`src/rtl/multdiv_pkg.sv`:
```
// Shared types and constants for the multdiv issue/writeback controller.
package multdiv_pkg;

    typedef enum logic [1:0] {
        StIdle  = 2'd0,
        StIssue = 2'd1,
        StWait  = 2'd2,
        StDone  = 2'd3
    } md_state_e;

    localparam int unsigned CountWidth     = 6;
    localparam int unsigned DefRstatusReg  = 30;
    localparam int unsigned DefMultExcCode = 4;
    localparam int unsigned DefDivExcCode  = 5;
    localparam int unsigned MinRdyCount    = 2;

endpackage

```
`src/rtl/mdi_wait_counter.sv`:
```
// Saturating wait counter with synchronous clear and enable.
module mdi_wait_counter
    import multdiv_pkg::*;
(
    input  logic                  clock,
    input  logic                  clrn,
    input  logic                  clr,
    input  logic                  en,
    output logic [CountWidth-1:0] count
);

    logic [CountWidth-1:0] count_d, count_q;

    always_comb begin
        count_d = count_q;
        if (clr) begin
            count_d = '0;
        end else if (en && (count_q != '1)) begin
            count_d = count_q + 1'b1;
        end
    end

    always_ff @(posedge clock or negedge clrn) begin
        if (!clrn) begin
            count_q <= '0;
        end else begin
            count_q <= count_d;
        end
    end

    assign count = count_q;

endmodule

```
`src/rtl/multdiv_issue.sv`:
```
// Issues one MULT/DIV to multdiv, stalls the pipeline until it completes and
// presents a single writeback beat (result or $rstatus exception code).
module multdiv_issue
    import multdiv_pkg::*;
#(
    parameter int unsigned TIMEOUT_CYCLES = 40,
    parameter int unsigned RSTATUS_REG    = DefRstatusReg,
    parameter int unsigned MULT_EXC_CODE  = DefMultExcCode,
    parameter int unsigned DIV_EXC_CODE   = DefDivExcCode
) (
    input  logic        clock,
    input  logic        clrn,
    input  logic        op_valid,
    input  logic        op_is_div,
    input  logic [31:0] op_a,
    input  logic [31:0] op_b,
    input  logic [4:0]  op_rd,
    input  logic        flush,
    output logic [31:0] md_operandA,
    output logic [31:0] md_operandB,
    output logic        md_ctrl_MULT,
    output logic        md_ctrl_DIV,
    input  logic [31:0] md_result,
    input  logic        md_exception,
    input  logic        md_resultRDY,
    output logic        stall,
    output logic        pend_valid,
    output logic [4:0]  pend_rd,
    output logic        wb_valid,
    output logic [4:0]  wb_rd,
    output logic [31:0] wb_data
);

    md_state_e             state_q, state_d;
    logic [31:0]           a_q, b_q, result_q;
    logic [4:0]            rd_q;
    logic                  is_div_q, exc_q;
    logic                  latch_op, capture, timeout_hit;
    logic [CountWidth-1:0] count;

    mdi_wait_counter u_wait_counter (
        .clock (clock),
        .clrn  (clrn),
        .clr   (state_q == StIssue),
        .en    (state_q == StWait),
        .count (count)
    );

    always_comb begin
        state_d     = state_q;
        latch_op    = 1'b0;
        capture     = 1'b0;
        timeout_hit = 1'b0;
        unique case (state_q)
            StIdle: begin
                if (op_valid && !flush) begin
                    latch_op = 1'b1;
                    state_d  = StIssue;
                end
            end
            StIssue: state_d = flush ? StIdle : StWait;
            StWait: begin
                // Early RDY is stale: multdiv clears its own counter late.
                if (flush) begin
                    state_d = StIdle;
                end else if (md_resultRDY && (count >= CountWidth'(MinRdyCount))) begin
                    capture = 1'b1;
                    state_d = StDone;
                end else if (count == CountWidth'(TIMEOUT_CYCLES)) begin
                    timeout_hit = 1'b1;
                    state_d     = StDone;
                end
            end
            StDone:  state_d = StIdle;
            default: state_d = StIdle;
        endcase
    end

    always_ff @(posedge clock or negedge clrn) begin
        if (!clrn) begin
            state_q  <= StIdle;
            a_q      <= '0;
            b_q      <= '0;
            rd_q     <= '0;
            is_div_q <= 1'b0;
            result_q <= '0;
            exc_q    <= 1'b0;
        end else begin
            state_q <= state_d;
            if (latch_op) begin
                a_q      <= op_a;
                b_q      <= op_b;
                rd_q     <= op_rd;
                is_div_q <= op_is_div;
            end
            if (capture) begin
                result_q <= md_result;
                exc_q    <= md_exception;
            end else if (timeout_hit) begin
                result_q <= '0;
                exc_q    <= 1'b1;
            end
        end
    end

    assign md_operandA  = a_q;
    assign md_operandB  = b_q;
    assign md_ctrl_MULT = (state_q == StIssue) && !is_div_q;
    assign md_ctrl_DIV  = (state_q == StIssue) && is_div_q;

    assign stall = ((state_q == StIdle) && op_valid && !flush) ||
                   (state_q == StIssue) || (state_q == StWait);

    assign pend_valid = (state_q == StIssue) || (state_q == StWait);
    assign pend_rd    = pend_valid ? rd_q : '0;

    always_comb begin
        wb_valid = 1'b0;
        wb_rd    = '0;
        wb_data  = '0;
        if (state_q == StDone) begin
            // r0 is never written; exceptions always go to $rstatus.
            wb_valid = exc_q || (rd_q != '0);
            if (exc_q) begin
                wb_rd   = 5'(RSTATUS_REG);
                wb_data = is_div_q ? 32'(DIV_EXC_CODE) : 32'(MULT_EXC_CODE);
            end else begin
                wb_rd   = rd_q;
                wb_data = result_q;
            end
        end
    end

endmodule

```
`config.mk`:
```
export PLATFORM = sky130hd
export DESIGN_NAME = multdiv_issue
export DESIGN_NICKNAME = d
export VERILOG_FILES = /design/src/rtl/multdiv_pkg.sv /design/src/rtl/mdi_wait_counter.sv /design/src/rtl/multdiv_issue.sv
export SDC_FILE = /design/constraint.sdc
export NUM_CORES = 1
export LEC_CHECK = 0
export CORE_MARGIN = 3
export CORE_UTILIZATION = 41
export DETAILED_ROUTE_END_ITERATION = 7
export PLACE_DENSITY = 0.8
export SYNTH_ARGS = -nofsm -noshare
export SYNTH_HDL_FRONTEND = slang
export SYNTH_SLANG_ARGS = --single-unit
```
`constraint.sdc`:
```
create_clock -name clock -period 2.35 [get_ports clock]
set_clock_uncertainty 0.05 [all_clocks]
set_input_delay 0.235 -clock clock [delete_from_list [all_inputs] [get_ports clock]]
set_output_delay 0.235 -clock clock [all_outputs]
set_load 0.03 [all_outputs]
```
**Run 1: wire density map**

The die is cut into 23 by 23 equal tiles; black is low, pale yellow is high, scaled to the fullest tile. Values are wire area over tile area, all layers added.
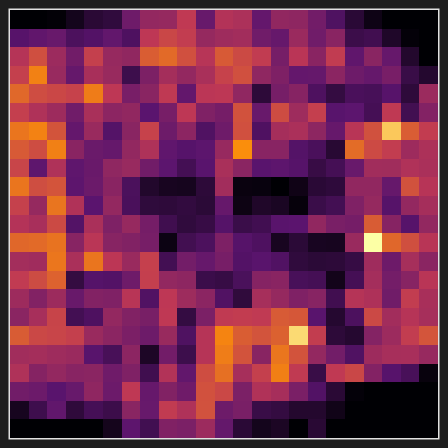
- nearly empty tiles: 6.2%
- tiles over half the peak: 20%
- fullest tile: 0.48
- mean over tiles: 0.16
overall fraction of global-route tracks in use: 19.8%
routed wire length: 12.4 mm
detail-routed net length per standard cell: 17.8 um
via total after detailed routing: 3484

**Run 1: placement by cell class**

Scale bar: 20 um. Fill, decap, tap and diode cells in gray.
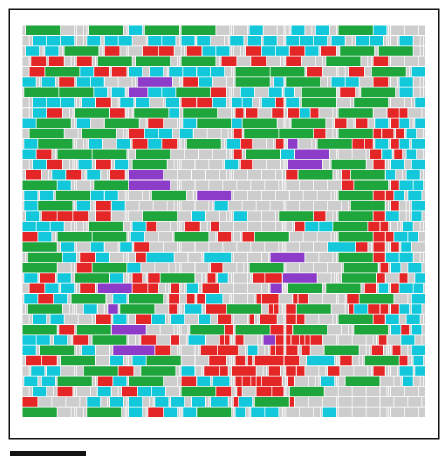
- purple: clock drivers and dummy loads (cells 16; share of their area 4.6%)
- green: sequential cells (cells 111; share of their area 39%)
- red: remaining logic cells (cells 205; share of their area 25%)
- cyan: remaining buffers and delay cells (cells 225; share of their area 31%)
fraction of area in registers: 38.0%
row cnt: 38

**Run 1: routed metal, one color a layer**

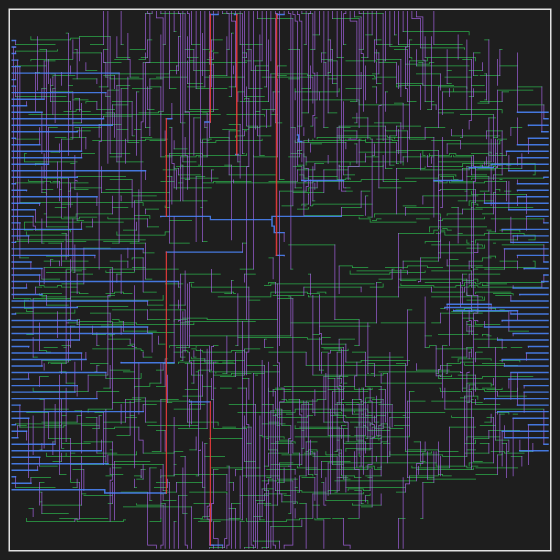
- blue: M3 (wire length 1230 um)
- green: M1 (wire length 4870 um)
- red: M4 (wire length 203 um)
- purple: M2 (wire length 6100 um)

==> results.json, run 1 <==
{
  "worst_setup_path_start_kind": "flip-flop",
  "timing.rr.start": "u_wait_counter.count[0]",
  "detailroute.wirelength.met2_mm": 6.10,
  "clk_path_buf_depth": 2,
  "synthesized_area_divided_by_synthesized_cell_count_um2": 14.0,
  "clk_pin_slew_ps": 80,
  "die.size.y_um": 113,
  "cts-root-buf": "clkbuf_16",
  "netlist_top_cells_area": "dfrtp_1 59%, mux2_2 13%, a22o_1 6.0%",
  "simple_gate_share_pct": 8.03,
  "drcViolationCount": 0,
  "post-dp-hpwl_mm": 9.09,
  "tmin_final_ps": 2220,
  "drt_first_pass_iters": 4,
  "yosys_warnings": 0,
  "most-common-layout-cells": "177 x clkdlybuf4s50_1, 111 x dfrtp_1, 55 x mux2_2, 38 x and2_1, 35 x buf_4",
  "detail_routed_via_count_per_cell": 5.00,
  "run_status": "finished clean",
  "drv_slew": 0,
  "antenna_found_initial": 0,
  "slew-limit-headroom_pct": 48.7,
  "overall_die_area_um2": 12700,
  "ys_sh_aoi_pct": 9.02,
  "number_of_enable_type_register_cells_in_the_synthesized_netlist": 0,
  "clock_sink_count": 111,
  "yosys-stat-area_um2": 4680,
  "crit-reg2reg-capture": "result_q[31]",
  "synth.lib_cells_used.distinct": 33,
  "seq_area_frac_synth_pct": 59.4,
  "min-delay-path-class": "primary input to async pin",
  "routed.top_layer": "met4",
  "place_congestion": 0.841,
  "buffer_ports.inserted": 218,
  "grt_setup_unrepaired": "false",
  "setup_viol": 0,
  "clk-insertion-delay-late_ps": 340,
  "drt_first_iter_violations": 142,
  "synth-cells-yosys": 334,
  "post_synth_fa_ha_maj_area_fraction_pct": 2.14,
  "layout.cells.most_common": "clkdlybuf4s50_1",
  "dpl.cell_count": 680,
  "yosys-dominant-comb-family": "multiplexers",
  "grt_pass1_wl_mm": 19.9,
  "delay_of_the_slowest_critical_path_stage_ps": 710,
  "initial_utilization_pct": 42.6,
  "antenna_cells": 0,
  "crit_family": "buffers and inverters"
}
==> run 1: worst max-delay path by stage <==
| stage | cells past startpoint | endpoint | start | slack, ps |
|---|---|---|---|---|
| 3_5_place_dp | 6 | exc_q | u_wait_counter.count[0] | -70 |
| 4_1_cts | 4 | pend_rd[3] | state_q[0] | 5 |
| 2_1_floorplan | 7 | result_q[0] | u_wait_counter.count[0] | 390 |
| 3_3_place_gp | 5 | exc_q | flush | 40 |
| 6_report | 3 | pend_valid | state_q[0] | 130 |
| 5_1_grt | 6 | exc_q | u_wait_counter.count[0] | 6 |
==> run 1: through the flow <==
stage          area (um2)  TNS, ps  utilization (%)
3_5_place_dp         6950     -557             63.3
2_1_floorplan        4680        0                -
4_1_cts              7290        0             66.4
3_3_place_gp         6950        0             63.3
6_report             7310        0             66.6
5_1_grt              7310        0             66.6
==> run 1: cell type report <==
| cell class | count | area [um2] |
|---|---|---|
| clock buffers | 10 | 239 |
| clock inverters | 6 | 92.6 |
| fillers | 820 | 3670 |
| inverters | 7 | 26.3 |
| multi-input cells | 198 | 1790 |
| flip-flops and latches | 111 | 2780 |
| well taps | 140 | 175 |
| repair buffers | 225 | 2210 |
==> run 1: power by group <==
group	internal [mW]	switching [mW]
clock network	0.970	0.705
registers	2.61	0.399
logic	2.02	2.35
total	5.60	3.45
==> run 1: cells in the mapped netlist, types with 2 or more instances <==
cell type  number
and2_1         38
mux2i_1         2
mux2_1         16
inv_1           6
o211ai_1        3
nand3_1         2
xor2_1          4
mux2_2         55
nand4_1         3
a22o_1         32
nor2_1          8
and3_1          2
nand2_1         3
clkbuf_1       12
nor2b_1         4
buf_6           6
o21a_1          5
ha_1            8
dfrtp_1       111
==> run 1 -> run 2 <==
MAX_ROUTING_LAYER = met4   (was default)
**Run 2: placement by cell class**

Scale bar: 20 um. Fill, decap, tap and diode cells in gray.
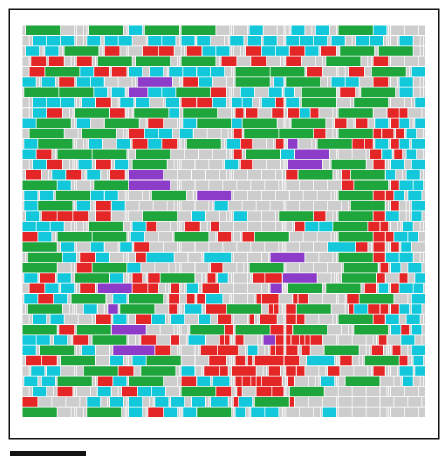
- purple: clock drivers and dummy loads (cells 16; share of their area 4.6%)
- green: sequential cells (cells 111; share of their area 39%)
- red: remaining logic cells (cells 205; share of their area 25%)
- cyan: remaining buffers and delay cells (cells 225; share of their area 31%)
CORE AREA: 11000 um2
Final Util: 66.6%
post-route cell area: 7310 um2

**Run 2: routed metal, one color a layer**

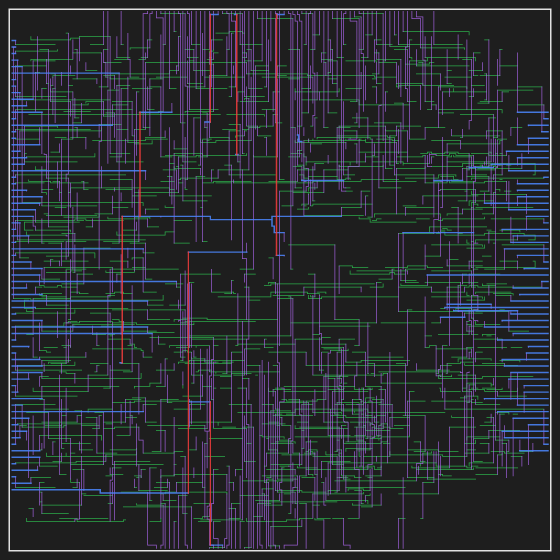
- blue: M3 (wire length 996 um)
- purple: M2 (wire length 6080 um)
- green: M1 (wire length 5110 um)
- red: M4 (wire length 235 um)
overall fraction of global-route tracks in use: 20.4%
via total after detailed routing: 3504
detail-routed net length per standard cell: 17.8 um
routed wire length: 12.4 mm

**Run 2: the metal 1 layer**

Supply wires on this layer in gray.
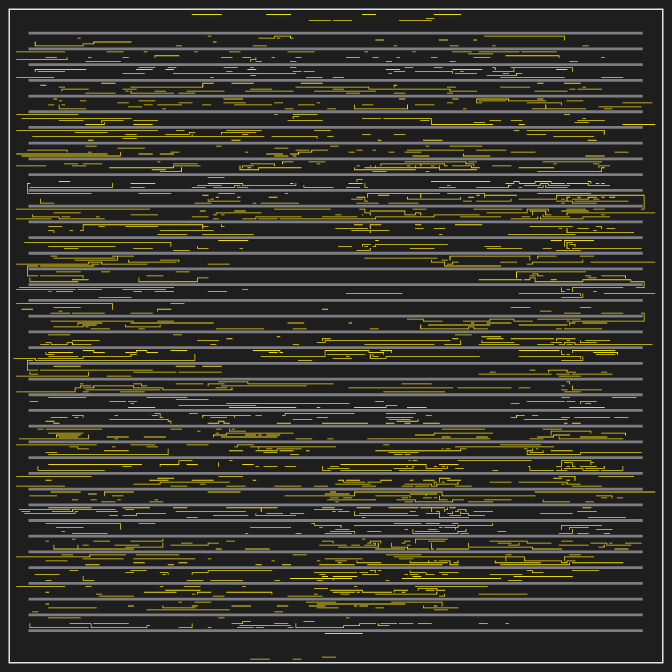
- wire length on this layer: 5110 um
- share of all routed wire: 41%
met1 global-route usage: 25.6%

==> results.json, run 2 <==
{
  "post-dp-hpwl_mm": 9.09,
  "clk_pin_slew_ps": 70,
  "tmin_final_ps": 2220,
  "die.size.y_um": 113,
  "drt_first_iter_violations": 181,
  "seq_area_frac_synth_pct": 59.4,
  "yosys_warnings": 0,
  "timing.rr.start": "u_wait_counter.count[0]",
  "antenna_found_initial": 0,
  "clk_path_buf_depth": 2,
  "simple_gate_share_pct": 8.03,
  "overall_die_area_um2": 12700,
  "finalSetupTns_ps": 0,
  "synth_dominant_cell_count": "dfrtp_1",
  "min-delay-path-class": "primary input to async pin",
  "synthesized_area_divided_by_synthesized_cell_count_um2": 14.0,
  "antenna_cells": 0,
  "run_status": "finished clean",
  "cp-startpoint": "state_q[0]",
  "synth-cells-yosys": 334,
  "synth.lib_cells_used.distinct": 33,
  "clock_sink_count": 111,
  "fp-row-count": 38,
  "netlist_top_cells_area": "dfrtp_1 59%, mux2_2 13%, a22o_1 6.0%",
  "synth.cells.most_frequent": "111 x dfrtp_1, 55 x mux2_2, 38 x and2_1, 32 x a22o_1, 16 x mux2_1",
  "yosys-dominant-comb-family": "multiplexers",
  "detail_routed_via_count_per_cell": 5.03,
  "number_of_enable_type_register_cells_in_the_synthesized_netlist": 0,
  "cts-root-buf": "clkbuf_16",
  "initial_utilization_pct": 42.6,
  "layout.cells.most_common": "clkdlybuf4s50_1",
  "place_congestion": 0.854,
  "drt_first_pass_iters": 4,
  "worst_setup_path_start_kind": "flip-flop",
  "buffer_ports.inserted": 218,
  "clk-insertion-delay-late_ps": 340,
  "slew-limit-headroom_pct": 49.0,
  "setup_viol": 0,
  "ys_sh_aoi_pct": 9.02,
  "drcViolationCount": 0
}
[run 2: power breakdown]
group / switching (mW) / total [mW] / internal [mW] / leakage [nW]
Combinational: 2.35 / 4.37 / 2.02 / 1.76
Sequential: 0.401 / 3.01 / 2.61 / 1.39
Clock: 0.705 / 1.68 / 0.970 / 0.155
[run 2: routing by layer]
| layer | vias up | wire length [um] | track usage [%] |
|---|---|---|---|
| li1 | 1614 | - | - |
| met1 | 1723 | 5110 | 25.6 |
| met2 | 153 | 6080 | 32.7 |
| met3 | 14 | 996 | 5.40 |
| met4 | 0 | 234 | 6.49 |
| met5 | - | 0 | - |
[run 2: worst paths after layout]
check	end	slack, ps	cells after the start
worst min-delay path	result_q[22]	360	2
max in group asynchronous	md_operandB[20]	1200	3
min in group clock	exc_q	430	3
worst min register to register	result_q[15]	440	1
worst max-delay path	pend_valid	130	3
worst max register to register	result_q[31]	140	6
[run 2: repair_timing]
action,in CTS,in global routing
setup buffers,0,0
gates cloned,0,0
hold buffers,1,0
hold endpoints to repair,41,0
setup endpoints to repair,36,40
gates resized,5,6
[run 2: area by class of cell]
| cell class | instances | area (um2) | share of cell area, % |
|---|---|---|---|
| Clock buffer | 10 | 239 | 3.27 |
| Clock inverter | 6 | 92.6 | 1.27 |
| Inverter | 7 | 26.3 | 0.359 |
| Multi-Input combinational cell | 198 | 1790 | 24.4 |
| Sequential cell | 111 | 2780 | 38.0 |
| Tap cell | 140 | 175 | 2.40 |
| Timing Repair Buffer | 225 | 2210 | 30.3 |
[run 2: worst max-delay path, stage by stage (launching register included)]
cell	delay, ps
dfrtp_1	410
inv_1	100
ha_1	370
clkdlybuf4s50_1	710
Power and IR drop assume default switching activity.
